==> run_1/layer_met1.png <==
Bar = 20 um.
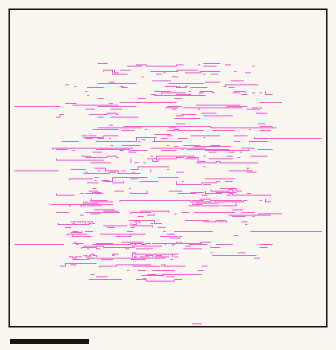
==> run_1/clocks.png <==
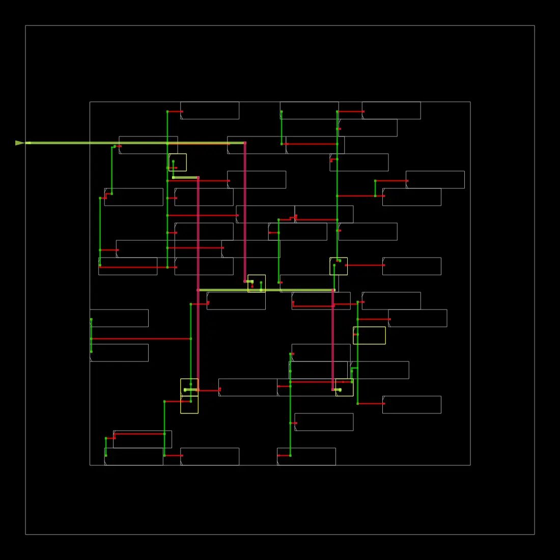
==> run_1/detail.png <==
Bar = 20 um. Window x 15 to 65, y 30 to 80 um. Cells in gray, sequential cells in the stronger gray; small squares are vias.
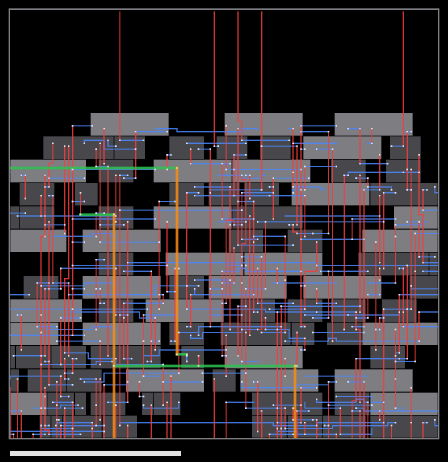
==> run_1/io_placement.png <==
Bar = 20 um. Pins as bars across the die edge, other pins in gray.
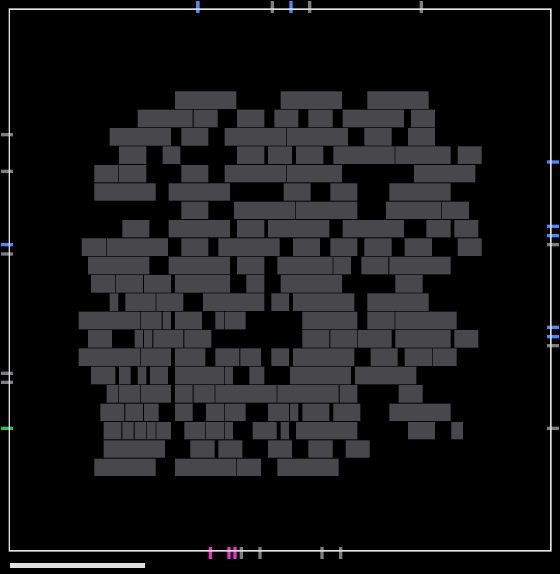
$ cat src/rtl/pipe_skid_fifo.sv
// N-entry valid/ready pipeline buffer with a registered upstream ready,
// fill-level reporting, an almost-full flag and a synchronous flush.
module pipe_skid_fifo #(
   parameter int DWIDTH       = 8,
   parameter int DEPTH        = 4,
   parameter int AFULL_THRESH = DEPTH - 1
) (
   input  logic                       clk,
   input  logic                       rstn,
   input  logic                       i_flush,
   input  logic [DWIDTH-1:0]          i_data,
   input  logic                       i_valid,
   output logic                       o_ready,
   output logic [DWIDTH-1:0]          o_data,
   output logic                       o_valid,
   input  logic                       i_ready,
   output logic [$clog2(DEPTH):0]     o_count,
   output logic                       o_almost_full
);

   localparam int PW = $clog2(DEPTH);
   localparam int CW = PW + 1;

   logic [DWIDTH-1:0] r_mem [DEPTH];
   logic [PW-1:0]     r_wr_ptr;
   logic [PW-1:0]     r_rd_ptr;
   logic [CW-1:0]     r_count;
   logic              r_ready;
   logic              r_afull;

   logic              w_push;
   logic              w_pop;
   logic [CW-1:0]     w_count_next;

   assign w_push = i_valid & r_ready;
   assign w_pop  = (r_count != '0) & i_ready;

   // Flush wins over any handshake in the same cycle.
   always_comb begin
      w_count_next = r_count;
      if (i_flush) begin
         w_count_next = '0;
      end else begin
         case ({w_push, w_pop})
            2'b10:   w_count_next = r_count + CW'(1);
            2'b01:   w_count_next = r_count - CW'(1);
            default: w_count_next = r_count;
         endcase
      end
   end

   always_ff @(posedge clk or negedge rstn) begin
      if (!rstn) begin
         for (int i = 0; i < DEPTH; i++) begin
            r_mem[i] <= '0;
         end
         r_wr_ptr <= '0;
         r_rd_ptr <= '0;
         r_count  <= '0;
         r_ready  <= 1'b0;
         r_afull  <= 1'b0;
      end else begin
         if (i_flush) begin
            r_wr_ptr <= '0;
            r_rd_ptr <= '0;
         end else begin
            if (w_push) begin
               r_mem[r_wr_ptr] <= i_data;
               r_wr_ptr        <= r_wr_ptr + PW'(1);
            end
            if (w_pop) begin
               r_rd_ptr <= r_rd_ptr + PW'(1);
            end
         end
         r_count <= w_count_next;
         // Ready and almost-full look at the next count so there is no bubble.
         r_ready <= (w_count_next < CW'(DEPTH));
         r_afull <= (w_count_next >= CW'(AFULL_THRESH));
      end
   end

   assign o_ready       = r_ready;
   assign o_valid       = (r_count != '0);
   assign o_data        = r_mem[r_rd_ptr];
   assign o_count       = r_count;
   assign o_almost_full = r_afull;

endmodule
$ cat config.mk
export PLATFORM = sky130hd
export DESIGN_NAME = pipe_skid_fifo
export DESIGN_NICKNAME = d
export VERILOG_FILES = /design/src/rtl/pipe_skid_fifo.sv
export SDC_FILE = /design/constraint.sdc
export NUM_CORES = 1
export LEC_CHECK = 0
export CAP_MARGIN = 0
export CORE_MARGIN = 10
export CORE_UTILIZATION = 53
export DETAILED_ROUTE_END_ITERATION = 6
export PLACE_DENSITY = 0.78
export SYNTH_ARGS = -nofsm -noshare
export SYNTH_HDL_FRONTEND = slang
export SYNTH_SLANG_ARGS = --single-unit
$ cat constraint.sdc
create_clock -name clk -period 2.6 [get_ports clk]
set_clock_uncertainty 0.05 [all_clocks]
set_input_delay 0.52 -clock clk [delete_from_list [all_inputs] [get_ports clk]]
set_output_delay 0.52 -clock clk [all_outputs]
set_load 0.01 [all_outputs]
==> results.yml, run 1 <==
# flow metrics
power:
  power.leakage_nw: 1.036
  swShare_pct: 31.44
  ir_worst_vdd_mv: 0.6900
  sequentialPowerShare_pct: 42.8
  pg_seq_mw: 1.08
  p_clk_share_pct: 13.0
  p_total_mw: 2.535
  powerDensity_mw_per_mm2: 1113
  internal_power_mw: 1.738
  switchingPower_mw: 0.7971
  pwr-share-comb_pct: 44.3
timing:
  finalSetupTns_ns: 0
  hold_viol: 0
  holdWs_ns: 0.2379
  max_slew.worst_pin.slew_ns: 0.8979
  setup_violations: 0
  rsz0062_at_grt: "false"
  drv_slew: 0
  fin_crit_ns: 2.487
  fmax_mhz: 402.1
  finalCritPeriodShare_pct: 95.66
floorplan:
  die_area_sq_mm: 0.006400
  fp_util_pct: 55.86
  nWellTaps: 46
  fp.coreArea_sq_mm: 0.003416
  rows: 21
  pin_count: 27
yosys:
  yosys.cell_count.top_type: "dfrtp_1"
  ys_sh_xor_pct: 2.295
  synth_cells: 125
  fp_nets: 144
  ys_cells: 125
  ys_sh_simple_pct: 5.508
  synth.area.mux_share_pct: 28.85
  yosysUniqueCellTypes: 26
  ys_seq_share_pct: 53.77
  ys_sh_adder_pct: 4.328
  synthTopCellsByArea: "dfrtp_1 54%, mux2_2 15%, mux4_2 9.4%, mux2_1 3.5%, ha_1 3.3%"
worst_setup_path:
  crit_path_max_incr_delay_ns: 0.53
  critPathRequiredTime_ns: 2.03
  r2r.worst_path.cells: 6
  crit_chain: "buf_4 > mux4_2 > clkdlybuf4s50_1"
  cp-start-kind: "flop"
  path_buffers: 2
  cp_slowest_cell: "mux4_2"
  critPathCapture: "o_data[1]"
  cp.depth: 3
clock_network:
  clk_latency_ns: 0.34
  cts_tree: "done"
  ctsResizeCount: 0
  cts_setup_buffers: 0
  cts-htree-levels: 2
run:
  drv_cap: 0
  log.warning_count: 29
cells_and_area:
  nets: 177
  postLayoutCoreUtil_pct: 66.70
  layout_top_cells: "41 x dfrtp_1, 26 x mux2_2, 25 x clkdlybuf4s50_1"
  num-fill-cells: 266
  final-nonclk-buf-share_pct: 12.52
  dominant_cells: "registers"
  top_register: "r_mem"
  nClkBuffers: 6
  clk_share_pct: 2.581
  diodes: 0
  flops: 41
  mostFrequentLayoutCell: "dfrtp_1"
  area_growth_pct: 19.41
  design_area_sq_mm: 0.002278
  signal_buffers: 30
  comb_cells: 78
detailed_routing:
  drt-met1-wl_um: 1518
  met2WireLength_um: 1841
  wl_per_cell_um: 17.73
  first_pass_iters: 4
  antenna_left: 0
  dr_wl_met3_um: 186
  drtIter0Drc: 115
placed_design:
  dpl_worst_slack_ns: -0.01399
  placed_area_sq_mm: 0.002220
  dp_cells: 197
global_routing:
  grt_use_total_pct: 12.55
  grt_util_met3_pct: 3.829
  top_usage_layer: "met2"
  grt_max_degree: 42
  use_met1_pct: 14.76
  grt_pass1_vias: 1230
  grt_use_met2_pct: 20.47
outcome:
  status: "completed"
Back to the opening pictures, layer_met1.png:
share of all routed wire = 42%
nets with wire on the layer = 156

Back to the opening pictures, clocks.png:
CTS sink count: 41
total CTS buffers: 5

Back to the opening pictures, detail.png:
green -> metal 3
blue -> metal 1
red -> metal 2
orange -> metal 4
netlist names of flops here include = `r_mem` (27), `r_rd_ptr` (1)
cells with their middle in the window = 86
most frequent = dfrtp_1 (28), mux2_2 (21), mux4_2 (8)
sequential cells in the window = 28

Back to the opening pictures, io_placement.png:
green -> `i_flush`  # pins 1, direction input, edge left
blue -> `o_data`  # pins 8, direction output, edge 5 right, 2 top, 1 left
magenta -> `o_count`  # pins 3, direction output, edge bottom
all pins by edge = 8 right, 7 left, 7 bottom, 5 top
Port Buf Inserts: 26
die width: 80 um
Die H: 80 um

==> run 1 -> run 2 <==
Settings changed: SKIP_LAST_GASP set to 1.
==> run_2/detail.png <==
Bar = 20 um. Window x 15 to 65, y 30 to 80 um. Cells in gray, sequential cells in the stronger gray; small squares are vias.
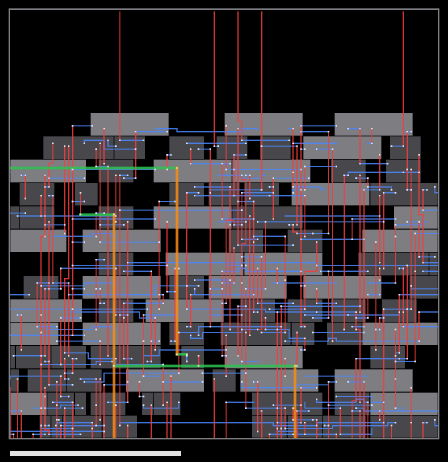
blue -> metal 1
red -> metal 2
green -> metal 3
orange -> metal 4
sequential cells in the window = 28
cells with their middle in the window = 86
netlist names of flops here include = `r_mem` (27), `r_rd_ptr` (1)
most frequent = dfrtp_1 (28), mux2_2 (21), mux4_2 (8)

==> results.yml, run 2 <==
# flow metrics
outcome:
  status: "completed"
floorplan:
  fp.dieW_um: 80
  pin_count: 27
  fp.coreArea_sq_mm: 0.003416
  die_height_um: 80
  fp_util_pct: 55.86
  rows: 21
global_routing:
  top_usage_layer: "met2"
  grt_use_total_pct: 12.55
  grt_pass1_vias: 1230
  grt_max_degree: 42
  grt_util_met3_pct: 3.829
  use_met1_pct: 14.76
timing:
  holdWs_ns: 0.2379
  fin_crit_ns: 2.487
  setup_violations: 0
  drv_slew: 0
  max_slew.worst_pin.slew_ns: 0.8979
  finalSetupTns_ns: 0
  fmax_mhz: 402.1
  rsz0062_at_grt: "false"
yosys:
  ys_sh_simple_pct: 5.508
  synthTopCellsByArea: "dfrtp_1 54%, mux2_2 15%, mux4_2 9.4%, mux2_1 3.5%, ha_1 3.3%"
  ys_seq_share_pct: 53.77
  yosys.cell_count.top_type: "dfrtp_1"
  ys_cells: 125
worst_setup_path:
  path_buffers: 2
  cp_slowest_cell: "mux4_2"
  critPathCapture: "o_data[1]"
  crit_chain: "buf_4 > mux4_2 > clkdlybuf4s50_1"
  crit_path_max_incr_delay_ns: 0.53
placed_design:
  dpl_worst_slack_ns: -0.01399
  dp_cells: 197
  portBuffers: 26
cells_and_area:
  signal_buffers: 30
  comb_cells: 78
  layout_top_cells: "41 x dfrtp_1, 26 x mux2_2, 25 x clkdlybuf4s50_1"
  num-fill-cells: 266
  final-nonclk-buf-share_pct: 12.52
  area_growth_pct: 19.41
  postLayoutCoreUtil_pct: 66.70
  clk_share_pct: 2.581
  nets: 177
  nClkBuffers: 6
clock_network:
  cts_setup_buffers: 0
  cts_made_buffers: 5
  clk_latency_ns: 0.34
  ctsResizeCount: 0
  cts_tree: "done"
power:
  ir_worst_vdd_mv: 0.6900
  switchingPower_mw: 0.7971
  powerDensity_mw_per_mm2: 1113
  internal_power_mw: 1.738
detailed_routing:
  first_pass_iters: 4
  wl_per_cell_um: 17.73
  drt-met1-wl_um: 1518
  drtIter0Drc: 115
run:
  drv_cap: 0
  log.warning_count: 29
Power is estimated from default activity; no workload was simulated.
